==> config.mk <==
export PLATFORM = sky130hd
export DESIGN_NAME = step_ramp_gen_flat
export DESIGN_NICKNAME = d
export VERILOG_FILES = /design/src/rtl/step_ramp_gen_if.sv /design/src/rtl/step_ramp_gen.sv /design/src/flat_wrapper.sv
export SDC_FILE = /design/constraint.sdc
export NUM_CORES = 1
export LEC_CHECK = 0
export ABC_AREA = 1
export ABC_CLOCK_PERIOD_IN_PS = 9300
export CORE_UTILIZATION = 35
export CTS_CLUSTER_DIAMETER = 200
export DETAILED_ROUTE_END_ITERATION = 16
export HOLD_SLACK_MARGIN = 0.06
export SLEW_MARGIN = 25
export SYNTH_ARGS = -nofsm -noshare
export SYNTH_HDL_FRONTEND = slang
export SYNTH_SLANG_ARGS = --single-unit
==> constraint.sdc <==
create_clock -name clk -period 9.3 [get_ports clk]
set_input_delay 1.86 -clock clk [delete_from_list [all_inputs] [get_ports clk]]
set_output_delay 1.86 -clock clk [all_outputs]
set_load 0.05 [all_outputs]
### Register map, names as in the netlist, run 1

Bar = 50 um. Other sequential cells in the stronger grey, the rest of the logic in the fainter grey.
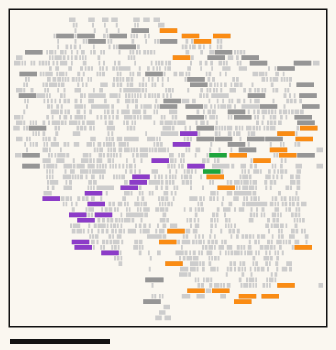
colour	name in the netlist	placed flops
orange	`u_core.curPeriod`	24
purple	`u_core.rampCnt`	16
green	`u_core.state`	2
fin util: 39.6%
Seq. pwr: 533 uW

### Routing congestion, run 1

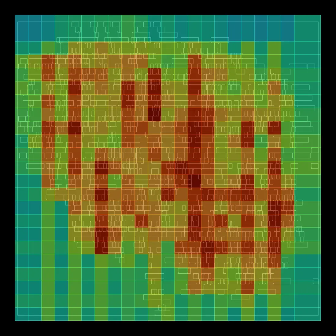
met1 Use GR: 29.2%
grt met3 use: 2.67%
all-layer global routing usage: 22.7%
GR peak layer: met2

### Placed cells, one colour a class, run 1

Bar = 50 um.
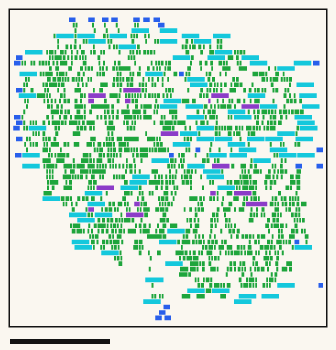
colour	class	cells	share of their area
purple	clock drivers and dummy loads	16	3.4%
green	all other logic	1230	69%
cyan	flip-flops	87	24%
blue	other buffers and delay cells	29	3.1%
post-route design area: 0.00940 mm2
row cnt: 56
Seq area share: 23.2%

==> results.sh, run 1 <==
# source this file to load flow results
export IMPL_worstPathArrival_ps=7430
export IMPL_area_delta_synth_final_pct=9.55
export IMPL_power_density_mw_per_mm2=237
export IMPL_clock_skew_final_ps=12.9
export IMPL_yosys_area_mm2=0.00858
export IMPL_status="completed"
export IMPL_cts_setup_buffers=0
export IMPL_syn_inst=1353
export IMPL_htree_levels=3
export IMPL_clk_pin_slew_ps=70
export IMPL_cts_tree="built"
export IMPL_hpwl_um=21000
export IMPL_cts_root_buf="clkbuf_16"
export IMPL_syn_area_mm2=0.00858
export IMPL_max_freq_mhz=139
export IMPL_antenna_left=0
export IMPL_synth_area_top_cells="dfrtp_1 (25%), nand2_1 (16%), nor2_1 (7.4%)"
export IMPL_core_area_mm2=0.0238
export IMPL_clk_path_buf_depth=2
export IMPL_fp_util_pct=36.1
export IMPL_gr_total_overflow=0
export IMPL_diodes=0
export IMPL_synth_top_cell_area_share_pct=25.1
export IMPL_synth_top_cells_by_count="nand2_1 (358), nor2_1 (170), inv_1 (161)"
export IMPL_top_cell="nand2_1"
export IMPL_slew_viol_final=0
export IMPL_setup_viol=0
export IMPL_syn_nets=1420
export IMPL_synthFlopType="dfrtp_1"
export IMPL_drc_errors=0
export IMPL_ys_flops=87
export IMPL_async_reset_ff_share_pct=100
export IMPL_syn_mean_instance_area_um2=6.34
export IMPL_vias=8740
export IMPL_end_kind="register"
export IMPL_place_gp_congestion=0.956
export IMPL_antenna_found_initial=0
export IMPL_ir_drop_uv=128
export IMPL_ys_warn_count=0
export IMPL_ys_types=54
export IMPL_rsz0062_at_grt="false"
export IMPL_critPathLaunchType="register"
export IMPL_die_height_um=159
export IMPL_crit_cells=40
export IMPL_p_total_uw=2230
export IMPL_fin_nets=1424
export IMPL_crit_buf_inv=5
export IMPL_cts_hold_buf=0
export IMPL_cp_top_family="simple AND/OR/NAND/NOR gates"
export IMPL_critPathMaxStageDelay_ps=670
export IMPL_worst_slew_pin_transition_ps=948
export IMPL_period_used_pct=77.2
export IMPL_die_area_mm2=0.0251
export IMPL_grt_pass1_vias=8319
export IMPL_hold_path_class="reg2reg"
export IMPL_port_buffers=25
export IMPL_yosysTopAreaCell="dfrtp_1"
export IMPL_cts_resized_gates=0
export IMPL_cts_buffers=9
export IMPL_required_ps=9550
[run 1: final cells by class]
cell class                 instances  area, um2
clock inverter                     6       73.8
clock buffer                      10        229
multi-input combinational       1058       5600
timing repair buffer              29        278
tap                              319        399
sequential                        87       2180
fill                            2534      14400
inverter                         172        646
[run 1: worst min-delay path, cell delays in order, from the launching register on]
cell and delay [ps]:
dfrtp_1 340, nand2_1 60, nand2_1 60
[run 1: cell usage in the layout (no fill, tap or decap), types with 9 or more instances in the layout]
| cell | Yosys | routed |
|---|---|---|
| dfrtp_1 | 86 | 86 |
| a21oi_1 | 52 | 52 |
| o211ai_1 | 14 | 14 |
| o21ai_1 | 9 | 9 |
| inv_1 | 161 | 161 |
| nor3_1 | 21 | 21 |
| ha_1 | 46 | 46 |
| xnor2_1 | 10 | 10 |
| nand2_2 | 21 | 21 |
| xor2_1 | 31 | 31 |
| clkdlybuf4s50_1 | 0 | 24 |
| clkbuf_16 | 0 | 9 |
| nand3_1 | 121 | 120 |
| nand2_1 | 358 | 358 |
| nand4_1 | 25 | 25 |
| nor2_1 | 170 | 169 |
| nor2_2 | 18 | 19 |
| o21ai_0 | 81 | 81 |
[run 1: per-stage QoR]
stage	hold slack (ps)	setup slack (ps)	utilization [%]	instance area, um2	cells
final	487	2120	39.6	9400	1681
after global routing	538	1320	39.6	9400	1681
after CTS	491	2200	39.5	9390	1681
after detailed placement	473	2210	38.3	9090	1665
after global placement	469	2070	38.2	9080	1665
after floorplan	479	3570	-	8580	1353
[run 1: report_power, final]
group | switching, uW | internal, uW | total (uW)
Clock | 180 | 213 | 393
Sequential | 85.8 | 447 | 533
Combinational | 902 | 400 | 1300
[run 1: metal layers]
layer	wire, um	share of wire (%)	track usage (%)
met5	0	0	0
met4	1120	4.2	10.3
met2	12700	48	37.8
met3	1060	4.0	2.67
met1	11900	44	29.2
[run 1: logic make-up after synthesis]
logic type / share of synthesized area (%)
compound gates: 13.5
xor+xnor: 4.19
fa+ha+maj: 6.71
buf+inv: 9.68
flops: 25.4
simple gates: 40.5
### Cell sizes after repair, run 1

Bar = 50 um.
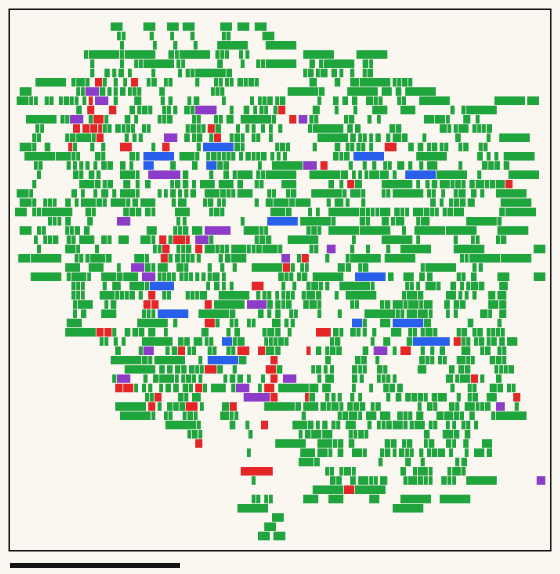

==> run 1 -> run 2 <==
- ABC_CLOCK_PERIOD_IN_PS: 9300 -> 6700
- clock period: 9.3 -> 6.7 ns (I/O delays scaled with it)
### Cell sizes after repair, run 2

Bar = 50 um.
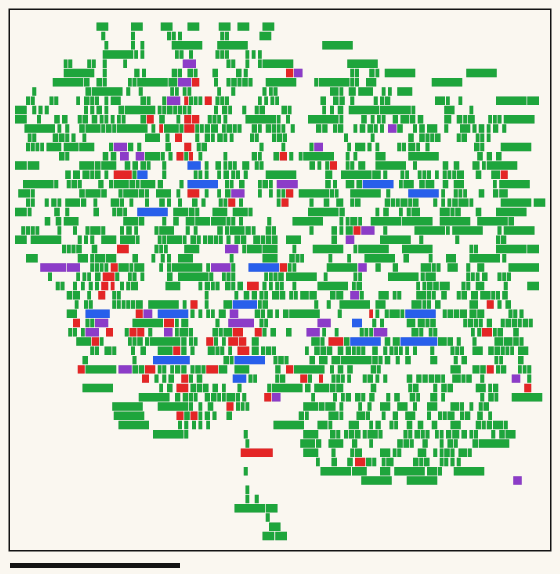
colour	size	cells
green	drive 1 or less	1257
blue	drive 6 and up	17
purple	drive 3 to 4	32
red	drive 2	66
bufs w/o clock: 38
area grow syn2layout: 10.8%
post-route design area: 0.00951 mm2
Worst Slack Setup Final: 676 ps

### Gate-type map, run 2

Bar = 50 um.
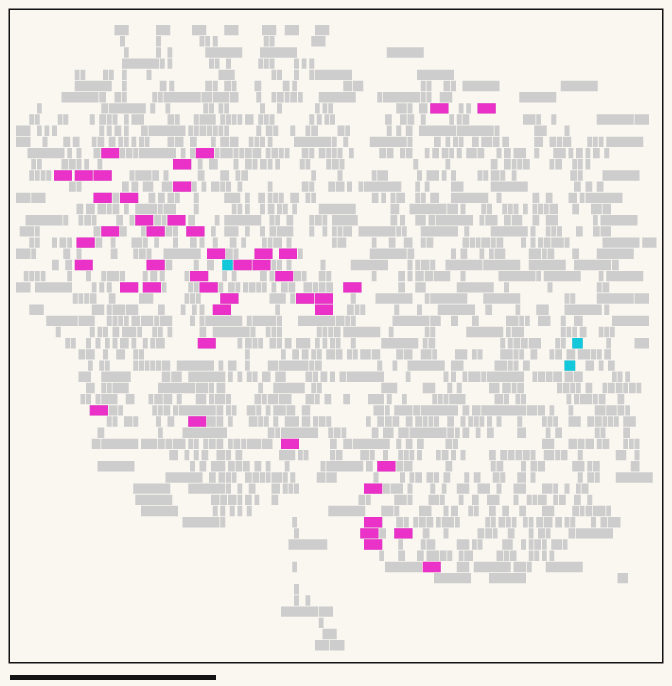
colour	family	cells	most used
magenta	adder and majority cells	46	ha_1
cyan	AND-OR and OR-AND gates	3	a21o_1
combinational share of cell area: 59.0%
dominant logic cell type in the layout: nand2_1

==> run 2 against run 1 <==
Net effect: final cell count is 0.59% higher; non-clock buffer count is 9 higher; synthesized cell count stayed put; clock skew is 2.0 ps higher; final area is 1.2% higher; global-route usage is 0.083 points higher; wire length is 1.7% higher; critical path type unchanged; critical endpoint is now u_core.remaining[5]; largest cell class unchanged.
==> results.sh, run 2 <==
# source this file to load flow results
export IMPL_ys_flops=87
export IMPL_syn_inst=1353
export IMPL_synthAdderAreaFrac_pct=6.71
export IMPL_cts_tree="built"
export IMPL_clock_skew_final_ps=14.9
export IMPL_lay_top_cells="nand2_1 (357), nor2_1 (169), inv_1 (161), nand3_1 (121), dfrtp_1 (86)"
export IMPL_hold_path_class="reg2reg"
export IMPL_place_gp_congestion=0.952
export IMPL_yosysTopAreaCell="dfrtp_1"
export IMPL_ys_types=54
export IMPL_ys_warn_count=0
export IMPL_setup_viol=0
export IMPL_critPathLaunchType="register"
export IMPL_critPathMaxStageDelay_ps=460
export IMPL_diodes=0
export IMPL_antenna_left=0
export IMPL_period_used_pct=89.9
export IMPL_clk_path_buf_depth=2
export IMPL_dpl_worst_slack_ps=469
export IMPL_power_density_mw_per_mm2=336
export IMPL_syn_nets=1420
export IMPL_xor_area_share_pct=4.19
export IMPL_hpwl_um=21200
export IMPL_drc_errors=0
export IMPL_grt_pass1_vias=8328
export IMPL_synth_top_cell_area_share_pct=25.1
export IMPL_required_ps=6960
export IMPL_status="completed"
export IMPL_fillCellCount=2550
export IMPL_rows=56
export IMPL_synth_area_top_cells="dfrtp_1 (25%), nand2_1 (16%), nor2_1 (7.4%)"
export IMPL_clk_pin_slew_ps=80
export IMPL_ys_sh_aoi_pct=13.5
export IMPL_fp_util_pct=36.1
export IMPL_syn_area_mm2=0.00858
export IMPL_cts_buffers=9
export IMPL_core_area_mm2=0.0238
export IMPL_p_total_uw=3190
export IMPL_max_freq_mhz=166
export IMPL_cts_hold_buf=0
export IMPL_synthFlopType="dfrtp_1"
export IMPL_end_kind="register"
export IMPL_htree_levels=3
export IMPL_port_buffers=25
export IMPL_worst_slew_pin_transition_ps=926
export IMPL_mux_share_pct=0
export IMPL_logic_family="simple AND/OR/NAND/NOR gates"
export IMPL_yosys_area_mm2=0.00858
### Routing congestion, run 2

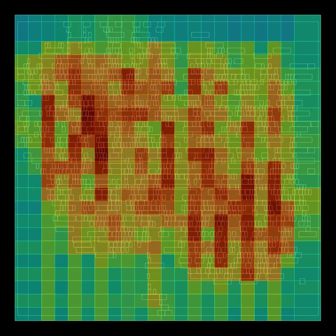
grt met3 use: 2.83%
all-layer global routing usage: 22.7%
Global Route met2 Usage: 39.8%
met1 Use GR: 29.0%

run 2: per-stage QoR:
step	hold slack (ps)	area, um2	util [%]	instances
6_report	480	9510	40.0	1691
5_1_grt	532	9510	40.0	1691
4_1_cts	483	9460	39.8	1688
3_5_place_dp	465	9130	38.4	1672
3_3_place_gp	466	9130	38.4	1672
2_1_floorplan	479	8580	-	1353
run 2: area by class of cell:
type,count,area (um2),share of cell area [%]
tap,319,399,4.20
clock buffer,10,229,2.41
clock inverter,6,100,1.05
inverter,172,646,6.79
sequential,87,2180,22.9
multi-input combinational,1059,5610,59.0
timing repair buffer,38,345,3.63
run 2: repair_timing:
item,in CTS,in global routing
endpoints found under the setup margin,0,16
buffers inserted,0,2
gates resized,0,4
endpoints found under the hold margin,0,0
run 2: layer usage:
layer	up-vias	GRT usage [%]	wire, um	part of all wire, %
met4	0	6.82	613	2.2
met1	4096	29.0	12100	45
met5	-	0	0	0
li1	4441	-	-	-
met3	32	2.83	1340	4.9
met2	277	39.8	13100	48
run 2: kinds of logic (layout without fill, tap and decap cells):
group,Yosys count,after routing
and+or+nand+nor,774,775
buffers and inverters,208,226
AOI/OAI and AO/OA,197,197
DFF,87,87
adders and majority gates,46,46
xor gates and xnor gates,41,41
run 2: critical path, delay by kind of cell, from the launching register on:
kind | cells | cell delay (ps)
buf+inv | 4 | 480
compound gates | 5 | 1190
fa+ha+maj | 4 | 1100
flops | 1 | 460
simple gates | 23 | 2440
xor+xnor | 1 | 230
run 2: power by group:
part / internal (uW) / total [uW] / switching, uW / leakage, uW
clock network: 336 / 598 / 262 / 0.000162
logic: 587 / 1850 / 1260 / 0.00317
registers: 620 / 744 / 124 / 0.00110
Power is estimated from default activity; no workload was simulated.
